### Met2 routing, run 1

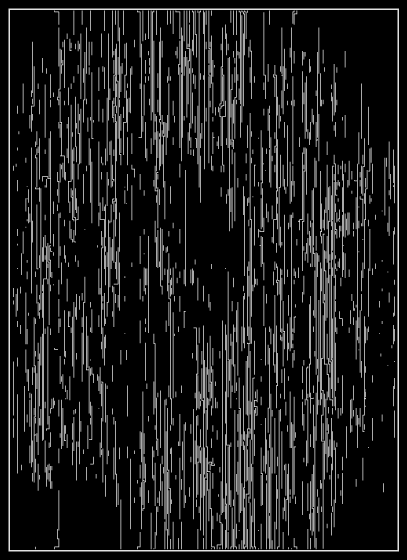
### Track usage over the die, run 1

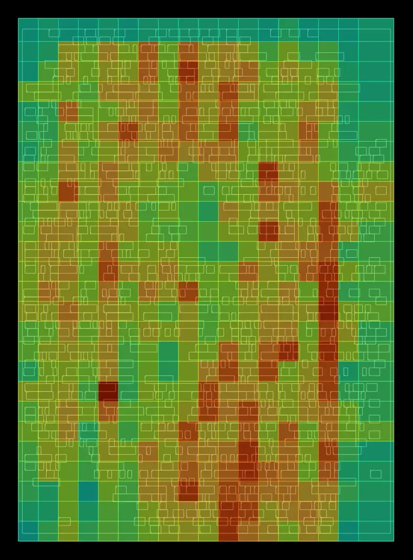
### Metal 4, run 1

Bar = 50 um.
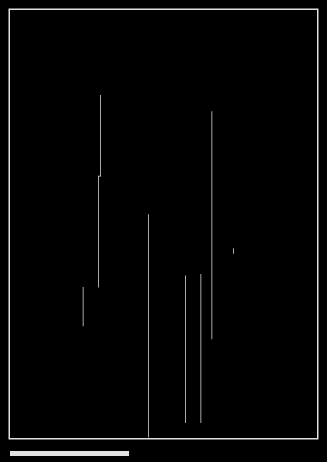
### Metal 3, run 1

Bar = 50 um. Cells faint in the background.
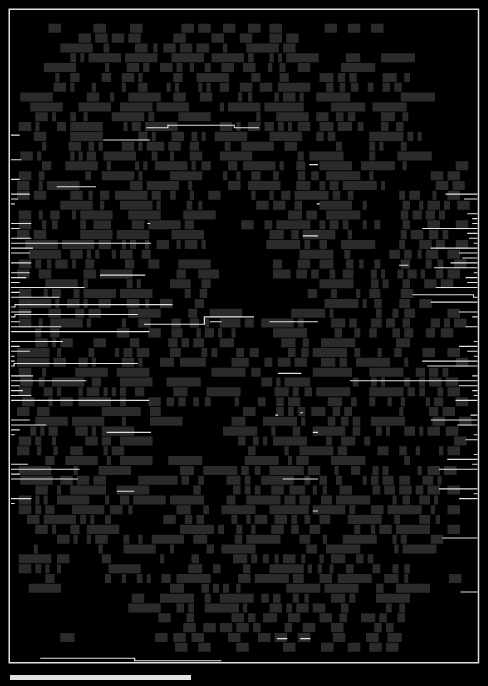
--- config.mk ---
export PLATFORM = sky130hd
export DESIGN_NAME = pipe_stage_reg
export DESIGN_NICKNAME = d
export VERILOG_FILES = /design/src/rtl/pipe_stage_reg.sv
export SDC_FILE = /design/constraint.sdc
export NUM_CORES = 1
export LEC_CHECK = 0
export ABC_AREA = 0
export CAP_MARGIN = 30
export CELL_PAD_IN_SITES_DETAIL_PLACEMENT = 1
export CELL_PAD_IN_SITES_GLOBAL_PLACEMENT = 2
export CORE_ASPECT_RATIO = 1.4
export CORE_UTILIZATION = 32
export DETAILED_ROUTE_END_ITERATION = 8
export PLACE_DENSITY = 0.81
export SLEW_MARGIN = 10
export SYNTH_ARGS = -nofsm -noshare
export SYNTH_HDL_FRONTEND = slang
export SYNTH_SLANG_ARGS = --single-unit
--- constraint.sdc ---
create_clock -name clk -period 4.24 [get_ports clk]
set_input_delay 0.848 -clock clk [delete_from_list [all_inputs] [get_ports clk]]
set_output_delay 0.848 -clock clk [all_outputs]
set_load 0.005 [all_outputs]
--- src/rtl/pipe_stage_reg.sv ---
// ============================================================================
//  Module   : pipe_stage_reg
//  Purpose  : Two-entry skid pipeline register for an instruction stage, with
//             annul (squash on accept) and flush (clear all entries).
//  Revision : 1.0  initial release
// ============================================================================
`default_nettype none

module pipe_stage_reg #(
  parameter int INSTR_W = 32,
  parameter int PC_W    = 32,
  parameter int EXC_W   = 5
) (
  input  logic               clk,
  input  logic               reset,
  // upstream
  input  logic               in_valid,
  output logic               in_ready,
  input  logic [INSTR_W-1:0] in_instr,
  input  logic [PC_W-1:0]    in_pc,
  input  logic [EXC_W-1:0]   in_exc,
  input  logic               in_bd,
  input  logic               annul,
  input  logic               flush,
  // downstream
  output logic               out_valid,
  input  logic               out_ready,
  output logic [INSTR_W-1:0] out_instr,
  output logic [PC_W-1:0]    out_pc,
  output logic [PC_W-1:0]    out_pc8,
  output logic [EXC_W-1:0]   out_exc,
  output logic               out_bd,
  output logic [1:0]         occupancy
);

  typedef struct packed {
    logic [INSTR_W-1:0] instr;
    logic [PC_W-1:0]    pc;
    logic [EXC_W-1:0]   exc;
    logic               bd;
  } entry_t;

  // Encoding doubles as the occupancy count.
  typedef enum logic [1:0] {
    ST_EMPTY = 2'd0,
    ST_ONE   = 2'd1,
    ST_TWO   = 2'd2
  } state_e;

  localparam entry_t          c_bubble  = '{instr: '0, pc: '1, exc: '0, bd: 1'b0};
  localparam logic [PC_W-1:0] c_pc_step = PC_W'(8);

  state_e state_q, state_d;
  entry_t main_q,  main_d;
  entry_t skid_q,  skid_d;

  logic   accept;
  logic   store;
  logic   emit;
  entry_t in_entry;

  assign in_entry = '{instr: in_instr, pc: in_pc, exc: in_exc, bd: in_bd};

  // Handshake flags come from registered state only, so in_ready never
  // depends combinationally on out_ready.
  assign in_ready  = (state_q != ST_TWO);
  assign out_valid = (state_q != ST_EMPTY);
  assign accept    = in_valid & in_ready;
  assign store     = accept & ~annul;
  assign emit      = out_valid & out_ready;

  always_comb begin
    state_d = state_q;
    main_d  = main_q;
    skid_d  = skid_q;

    if (flush) begin
      state_d = ST_EMPTY;
      main_d  = c_bubble;
      skid_d  = c_bubble;
    end else begin
      case (state_q)
        ST_EMPTY: begin
          if (store) begin
            state_d = ST_ONE;
            main_d  = in_entry;
          end
        end
        ST_ONE: begin
          if (store && emit) begin
            main_d = in_entry;
          end else if (store) begin
            state_d = ST_TWO;
            skid_d  = in_entry;
          end else if (emit) begin
            state_d = ST_EMPTY;
            main_d  = c_bubble;
          end
        end
        ST_TWO: begin
          // in_ready is low here, so only the drain path can move.
          if (emit) begin
            state_d = ST_ONE;
            main_d  = skid_q;
            skid_d  = c_bubble;
          end
        end
        default: begin
          state_d = ST_EMPTY;
          main_d  = c_bubble;
          skid_d  = c_bubble;
        end
      endcase
    end
  end

  always_ff @(posedge clk or negedge reset) begin
    if (!reset) begin
      state_q <= ST_EMPTY;
      main_q  <= c_bubble;
      skid_q  <= c_bubble;
    end else begin
      state_q <= state_d;
      main_q  <= main_d;
      skid_q  <= skid_d;
    end
  end

  assign out_instr = main_q.instr;
  assign out_pc    = main_q.pc;
  assign out_exc   = main_q.exc;
  assign out_bd    = main_q.bd;
  assign out_pc8   = out_valid ? (main_q.pc + c_pc_step) : '0;
  assign occupancy = state_q;

endmodule

`default_nettype wire

==> notes.org, run 1 <==
* Implementation run

** STA
- Setup repair after global routing left no endpoint under its margin.
- Measured against its own limit, the worst slew margin works out to 0.3987.
- In the final run the clock tree shows a worst skew of between 0.009 and 0.01 ns.
- After layout, the worst setup slack is 0.4160 ns.
- Final Hold Vio Count :: 0

** Min path
- The min-delay analysis places its worst path in the category primary input to async pin.

** Worst setup path
- Category of the worst setup path launch point :: flop
- The required time at the worst endpoint is listed as between 3 and 4 ns.
- Worst setup path category :: flop to output pin
- Critical Path, Cell by Cell :: nand3_2 > or4_1 > or4_1 > a21oi_1 > clkdlybuf4s50_1
- Along the critical path, the tally of buffer and inverter instances is 1.
- In this design, the stage delay of the slowest critical-path cell is 0.61 ns.
- CP dominant cell by count :: sky130_fd_sc_hd__or4_1

** CTS
- Post-CTS repair timing setup buffer count :: 0
- CTS built an H-tree with a depth of 4.
- Counting the buffers created by CTS gives 17.
- Hold-fix buffer count after cts :: 0
- The tree is rooted in a sky130_fd_sc_hd__clkbuf_16.
- Clock Tree Buf Depth :: 2
- As reported, the later end of the worst-skew pair has a clock insertion delay of roughly 0.43 ns.

** Place
- Sum of net half-perimeters after detailed placement :: 15100 um

** Synthesis
- When the netlist entered floorplanning its net count stood at 845.
- Top cell types by occurrence after synthesis :: sky130_fd_sc_hd__nand2_1, sky130_fd_sc_hd__dfrtp_1, sky130_fd_sc_hd__a21oi_1
- Library cell occupying the most area in the post-synthesis netlist :: sky130_fd_sc_hd__dfrtp_1
- Count of mapped cells out of synthesis :: 768
- Part of the Yosys area used for sequential elements :: 0.4989
- The share of synthesized area in the top cell type comes to 0.2680.
- The average instance in the mapped netlist occupies 9.483 um2.
- Post-synthesis async set-or-reset flop share :: 1.000
- Number of cell instances after yosys synthesis :: 768
- In this run, the synthesized area fraction spent on and/or/nand/nor cells is recorded as 0.1835.
- Of the total synthesized cell area, the portion taken by AND-OR and OR-AND cells is 0.1436.

** Global route
- Largest net degree at the start of global routing :: 96
- The number of global-route vias before repair came to 6556.

** Floorplan
- For this configuration, the core starts out at a cell density of 0.3295.
- In this run the horizontal extent of the chip is 129.5 um.
- Standard cell core area :: 22100 um2

** Outcome
- The flow ran to the end, and the final reports show no timing, DRC or antenna violations.

** Run
- Number of warnings in the stage logs :: 26

** Route
- Post-detailed-route via-to-cell ratio :: 5.033
- The pre-antenna-repair detailed-routing pass consisted of 4 iterations.
- DRC :: 0
- Routed wire length per instance :: 18.16 um

** Finish
- Layout cell share with drive strength beyond 1 :: 0.1746
- Area growth from synthesis to layout :: 39.31%
- The final antenna diode tally reported by the flow is 0.

** Pwr
- Maximum ir drop on the vdd rail :: 227.9 uV
-- 'Met2 routing' (at the start) --
main direction: vertical
wire length on this layer: 11700 um

-- 'Track usage over the die' (at the start) --
combined global-route utilization of all metal layers: 0.2047
Most Crowded Layer GR: met2
final core utilization: 0.4591

-- 'Metal 4' (at the start) --
nets with wire on the layer: 5
share of all routed wire: 1.8%
longest straight run: 95.9 um
Vias: 6251
total wire length after detailed routing: 22550 um

-- 'Metal 3' (at the start) --
nets with wire on the layer: 102
wire length on this layer: 973 um
share of all routed wire: 4.3%
met3 layer usage reported by global route: 0.04365

[run 1: cell type report]
type / count / area (um2)
fillers: 2525 / 11960
flip-flops and latches: 142 / 3635
multi-input cells: 526 / 3306
repair buffers: 201 / 2008
clock buffers: 19 / 452.9
well taps: 297 / 371.6
clock inverters: 13 / 207.7
inverters: 44 / 165.2
[run 1: metrics by stage]
stage / std cells / hold slack (ns)
finish: 1242 / 0.2079
global route: 1242 / 0.1967
CTS: 1241 / 0.4861
detailed placement: 1209 / 0.4732
global placement: 1209 / 0.4626
floorplan: 768 / 0.4733
[run 1: power by group]
part / switching [mW] / internal (mW) / leakage (nW) / total, mW
logic: 0.366 / 0.364 / 2.03 / 0.730
clock network: 0.609 / 1.08 / 0.326 / 1.69
registers: 0.0635 / 1.45 / 1.74 / 1.52
[run 1: sequential cells by signal, indices dropped and copies added, names as in the netlist]
signal     flops
skid_q        70
out_instr     32
out_pc        32
out_exc        5
occupancy      2
out_bd         1
[run 1: worst paths after layout]
| check | start | endpoint | slack [ns] | depth (start not counted) |
|---|---|---|---|---|
| max | out_pc[14] | out_pc8[30] | 0.42 | 5 |
| min | reset | skid_q[41] | 0.21 | 1 |
| max reg2reg | occupancy[1] | out_instr[8] | 1.90 | 5 |
| min reg2reg | out_instr[30] | out_instr[30] | 0.48 | 2 |
| max in group asynchronous | reset | out_pc[31] | 2.92 | 3 |
| min in group clk | out_instr[30] | out_instr[30] | 0.48 | 2 |
[run 1: layout by cell type (no fill, tap or decap), types with 3 or more instances in the layout]
cell type                         netlist  final
sky130_fd_sc_hd__clkdlybuf4s50_1        0    180
sky130_fd_sc_hd__nand2_1               88     88
sky130_fd_sc_hd__dfrtp_1               78     77
sky130_fd_sc_hd__a21oi_1               77     75
sky130_fd_sc_hd__dfstp_2               64     64
sky130_fd_sc_hd__nor2_1                49     47
sky130_fd_sc_hd__inv_1                 44     44
sky130_fd_sc_hd__o21ai_0               41     41
sky130_fd_sc_hd__a22oi_1               41     41
sky130_fd_sc_hd__mux2i_1               38     38
sky130_fd_sc_hd__nor2b_1               36     34
sky130_fd_sc_hd__nand2b_1              33     33
sky130_fd_sc_hd__mux2_2                32     32
sky130_fd_sc_hd__clkbuf_16              0     17
sky130_fd_sc_hd__buf_4                  0     17
sky130_fd_sc_hd__nand3_1               11     11
sky130_fd_sc_hd__nand4_1               10     10
sky130_fd_sc_hd__xor2_1                10     10
sky130_fd_sc_hd__or4_1                  7      7
sky130_fd_sc_hd__and3_1                 7      7
sky130_fd_sc_hd__o31ai_1                5      5
sky130_fd_sc_hd__bufinv_16              0      5
sky130_fd_sc_hd__and2_1                 4      4
sky130_fd_sc_hd__inv_6                  0      4
sky130_fd_sc_hd__or3_1                  3      3
sky130_fd_sc_hd__nor3_1                 3      3
sky130_fd_sc_hd__a31o_2                 3      3
sky130_fd_sc_hd__xnor2_1                3      3
sky130_fd_sc_hd__a21o_1                 3      3
[run 1: per-layer routing]
layer | share of wire | GRT usage | routed length, um
met5 | 0.00058 | 0 | 13
met2 | 0.52 | 0.3630 | 11750
met1 | 0.42 | 0.2418 | 9399
met3 | 0.043 | 0.04365 | 973
met4 | 0.018 | 0.06744 | 414
## Run 2: what changed since run 1
--- a/config.mk
+++ b/config.mk
@@ -13,6 +13,7 @@
 export CORE_UTILIZATION = 32
 export DETAILED_ROUTE_END_ITERATION = 8
 export PLACE_DENSITY = 0.81
+export SETUP_SLACK_MARGIN = 0.15
 export SLEW_MARGIN = 10
 export SYNTH_ARGS = -nofsm -noshare
 export SYNTH_HDL_FRONTEND = slang
### Metal 4, run 2

Bar = 50 um.
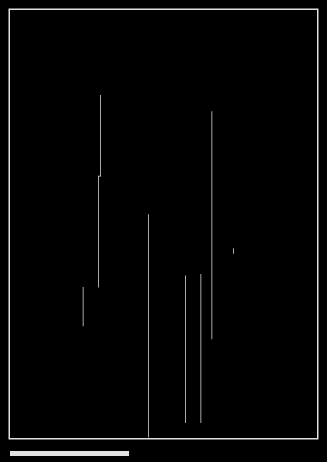
nets with wire on the layer: 5
share of all routed wire: 1.8%
main direction: vertical
longest straight run: 95.9 um

### Metal 3, run 2

Bar = 50 um. Cells faint in the background.
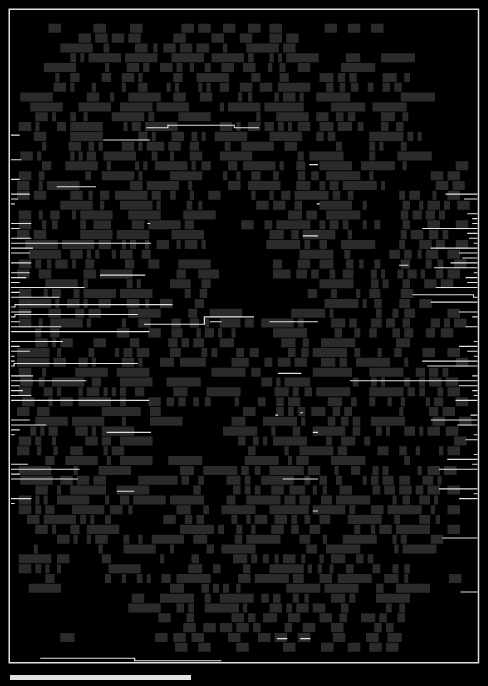
longest straight run: 43.5 um
wire length on this layer: 973 um
share of all routed wire: 4.3%
nets with wire on the layer: 102

### Metal 1, run 2

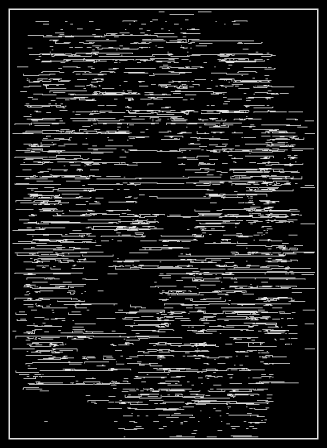
main direction: horizontal
nets with wire on the layer: 892
met1 Usage GRT: 0.2418

==> run 2 against run 1 <==
  * Combinational power barely moved
  * Worst hold slack did not move
  * Clock skew is the same
  * Register-to-register slack about the same
  * Sequential power about the same
  * Clock-buffer cell count stayed put
  * Die area is the same
  * Highest routed layer unchanged
==> notes.org, run 2 <==
* Implementation run

** Worst setup path
- Worst r2r src :: occupancy[1] (unchanged)
- The capturing point of the worst reg2reg path is out_instr[8] (unchanged).
- Cells on worst reg2reg path :: 5 (unchanged)
- CP dominant cell by count :: sky130_fd_sc_hd__or4_1 (unchanged)

** Pwr
- Portion of total power attributed to combinational logic :: 0.186 (about the same)
- The sequential cell fraction of total power was 0.385 (about the same).

** Floorplan
- The placeable core area came to 22100 um2 (unchanged).
- The floorplan-stage core utilization is 0.3295 (unchanged).

** Synthesis
- Count of mapped cells out of synthesis :: 768 (unchanged)
- Simple-gate portion of the synthesized area :: 0.1835 (unchanged)
- Post-synthesis async set-or-reset flop share :: 1.000 (unchanged)
- Synth top area share :: 0.2680 (unchanged)
- Library cell occupying the most area in the post-synthesis netlist :: sky130_fd_sc_hd__dfrtp_1 (unchanged)

** STA
- The worst-case setup margin in the final layout is 0.4160 ns (unchanged).
- Final Hold Vio Count :: 0 (unchanged)

** CTS
- The TritonCTS buffer count is 17 (unchanged).
- The level count of the clock H-tree came to 4 (unchanged).
- Worst skew pair latency :: 0.43 ns (about the same)

** Outcome
- Status :: completed (unchanged)

** Route
- The average wire length per cell after detail routing was 18.16 um (unchanged).

** Place
- Number of instances in the placed design :: 1209 (unchanged)

** Finish
- Most numerous logic cells after layout: sky130_fd_sc_hd__clkdlybuf4s50_1, sky130_fd_sc_hd__nand2_1, sky130_fd_sc_hd__dfrtp_1, sky130_fd_sc_hd__a21oi_1, sky130_fd_sc_hd__dfstp_2 (unchanged).

** Run
- The count of tool warnings came to 26 (unchanged).
==> run 2: kinds of logic after synthesis <==
| family | count (synthesis) |
|---|---|
| flip-flops | 142 |
| multiplexers | 70 |
| XOR/XNOR | 13 |
| buffers and inverters | 100 |
| adder cells (fa/ha/maj) | 1 |
| AND-OR/OR-AND | 177 |
| AND/OR/NAND/NOR | 265 |
==> run 2: final cells by class <==
cell class / instances / area [um2] / area share
Inverter: 44 / 165.2 / 0.01628
Sequential cell: 142 / 3635 / 0.3582
Tap cell: 297 / 371.6 / 0.03663
Timing Repair Buffer: 201 / 2008 / 0.1979
Clock buffer: 19 / 452.9 / 0.04464
Clock inverter: 13 / 207.7 / 0.02047
Multi-Input combinational cell: 526 / 3306 / 0.3258
==> run 2: worst max path at each step <==
stage | from | to | cells after the start
after global routing | out_pc[14] | out_pc8[23] | 5
after floorplan | out_pc[14] | out_pc8[23] | 5
after CTS | out_pc[14] | out_pc8[30] | 5
final | out_pc[14] | out_pc8[30] | 5
after detailed placement | out_pc[14] | out_pc8[30] | 5
after global placement | out_pc[14] | out_pc8[23] | 5
==> run 2: worst max-delay path: cells and delay by family (launching register included) <==
kind            cells  cell delay (ns)
buf+inv             1             0.53
simple gates        3             1.25
flops               1             0.61
compound gates      1             0.17
==> run 2: power by group through the flow <==
| stage | combinational (mW) | sequential (mW) | clock [mW] |
|---|---|---|---|
| after floorplan | 0.353 | 1.53 | 0 |
| after global placement | 0.728 | 1.54 | 0 |
| after detailed placement | 0.737 | 1.54 | 0 |
| after CTS | 0.741 | 1.52 | 1.73 |
| after global routing | 0.802 | 1.53 | 1.77 |
| final | 0.730 | 1.52 | 1.69 |
==> run 2: per-layer routing <==
metal	vias up	share of wire	GRT usage
met2	125	0.52	0.3630
met3	22	0.043	0.04365
met1	3144	0.42	0.2418
met5	-	0.00058	0
met4	2	0.018	0.06744
li1	2958	-	-
==> run 2: through the flow <==
step             util  hold slack [ns]
2_1_floorplan       -           0.4733
3_3_place_gp   0.4279           0.4626
3_5_place_dp   0.4279           0.4732
4_1_cts        0.4578           0.4861
5_1_grt        0.4591           0.1967
6_report       0.4591           0.2079
## Run 3: what changed since run 2
--- a/config.mk
+++ b/config.mk
@@ -11,6 +11,7 @@
 export CELL_PAD_IN_SITES_GLOBAL_PLACEMENT = 2
 export CORE_ASPECT_RATIO = 1.4
 export CORE_UTILIZATION = 32
+export CTS_CLUSTER_DIAMETER = 50
 export DETAILED_ROUTE_END_ITERATION = 8
 export PLACE_DENSITY = 0.81
 export SETUP_SLACK_MARGIN = 0.15
### Met2 routing, run 3

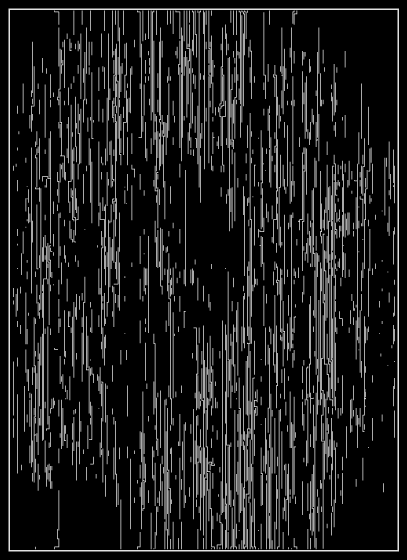
nets with wire on the layer: 884
share of all routed wire: 52%
wire length on this layer: 11700 um
Global Route met2 Usage: 0.3630

### Metal 1, run 3

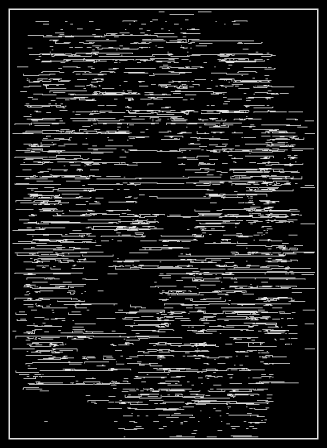
longest straight run: 44.6 um
wire length on this layer: 9400 um
nets with wire on the layer: 892

### Track usage over the die, run 3

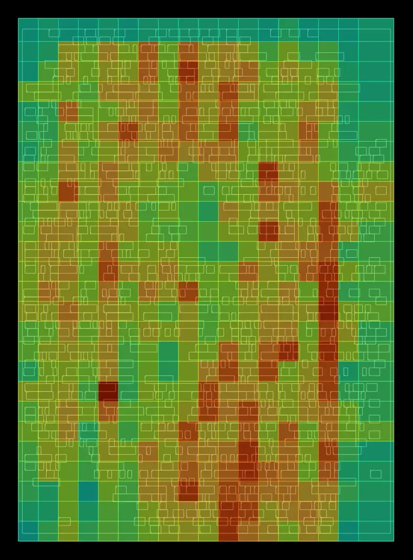
routed wire length per instance: 18.16 um

==> run 3 against run 2 <==
  * Synthesized area unchanged
  * Power did not move
  * Final cell count is the same
  * First-iteration DRC count unchanged
==> notes.org, run 3 <==
* Implementation run

** Pwr
- The highest ir drop seen on vdd was 227.9 uV (unchanged).

** Worst setup path
- The critical path required time is 3.39 ns (about the same).
- Category of the worst setup path launch point :: flop (unchanged)
- The kind of critical path is flop to output pin (unchanged).
- Critical path's largest stage delay :: 0.61 ns (about the same)
- The capturing point of the worst reg2reg path is out_instr[8] (unchanged).

** CTS
- Clock Tree Buf Depth :: 2 (unchanged)
- Hold-fix buffer count after cts :: 0 (unchanged)
- Worst skew pair latency :: 0.43 ns (about the same)
- The TritonCTS buffer count came to 17 (unchanged).

** Outcome
- Status: completed (unchanged).

** Finish
- Number of flip-flops in the largest register :: 70 (unchanged)
- Area taken by flip-flops and latches :: 3635 um2 (unchanged)
- Most frequent logic cell in the layout :: sky130_fd_sc_hd__clkdlybuf4s50_1 (unchanged)

** STA
- The worst-case setup margin in the final layout was 0.4160 ns (unchanged).
- Clock skew after layout :: 0.009293 ns (unchanged)

** Floorplan
- The width of the die is 129.5 um (unchanged).
- The placeable core area was 22100 um2 (unchanged).
- The floorplan-stage core utilization was 0.3295 (unchanged).

** Global route
- The all-layer global routing usage was 0.2047 (unchanged).
- Largest net degree at the start of global routing :: 96 (unchanged)

** Min path
- Type of the tightest min-delay check :: primary input to async pin (unchanged)

** Synthesis
- Nets in the synthesized netlist :: 845 (unchanged)
- The fraction of synthesized cell area taken by the top area cell type is 0.2680 (unchanged).
- The sequential fraction of the synthesis area came to 0.4989 (unchanged).
- Number of cell instances after yosys synthesis :: 768 (unchanged)

** Place
- The instance count after placement with tap cells included is 1209 (unchanged).

** Route
- The routed wire length is 22550 um (unchanged).
==> run 3: cell counts in the layout (fill, tap and decap cells not counted) <==
Identical to the previous run, type by type.
==> run 3: metrics by stage <==
step	power, mW	hold slack (ns)
2_1_floorplan	1.879	0.4733
3_3_place_gp	2.264	0.4626
3_5_place_dp	2.276	0.4732
4_1_cts	3.984	0.4861
5_1_grt	4.102	0.1967
6_report	3.937	0.2079
==> run 3: power breakdown <==
group | internal (mW) | switching [mW] | leakage (nW) | total [mW]
sequential | 1.45 | 0.0635 | 1.74 | 1.52
combinational | 0.364 | 0.366 | 2.03 | 0.730
clock | 1.08 | 0.609 | 0.326 | 1.69
total | 2.90 | 1.04 | 4.10 | 3.94
==> run 3: area by class of cell <==
type	count	share of cell area
Clock buffer	19	0.04464
Clock inverter	13	0.02047
Inverter	44	0.01628
Multi-Input combinational cell	526	0.3258
Sequential cell	142	0.3582
Tap cell	297	0.03663
Timing Repair Buffer	201	0.1979
==> run 3: routing by layer <==
layer  track usage  vias up  share of wire
met4       0.06744        2          0.018
li1              -     2958              -
met1        0.2418     3144           0.42
met3       0.04365       22          0.043
met2        0.3630      125           0.52
met5             0        -        0.00058
==> run 3: critical path: cells and delay by family, from the launching register on <==
kind	cells	cell delay, ns
simple gates	3	1.25
flops	1	0.61
buf+inv	1	0.53
compound gates	1	0.17
==> run 3: kinds of logic after synthesis <==
kind of cell             after synthesis  synth area share
multiplexers                          70            0.1017
buffers and inverters                100           0.05497
XOR/XNOR                              13           0.01563
flip-flops                           142            0.4989
AND/OR/NAND/NOR                      265            0.1835
AND-OR/OR-AND                        177            0.1436
adder cells (fa/ha/maj)                1          0.001718
==> run 3: worst max path at each step <==
| stage | endpoint | slack, ns | cells after the start |
|---|---|---|---|
| 2_1_floorplan | out_pc8[23] | 1.42 | 5 |
| 3_3_place_gp | out_pc8[23] | 0.90 | 5 |
| 3_5_place_dp | out_pc8[30] | 0.84 | 5 |
| 4_1_cts | out_pc8[30] | 0.37 | 5 |
| 5_1_grt | out_pc8[23] | 0.31 | 5 |
| 6_report | out_pc8[30] | 0.42 | 5 |
No activity file was given, so power comes from the tool's default toggle rates.
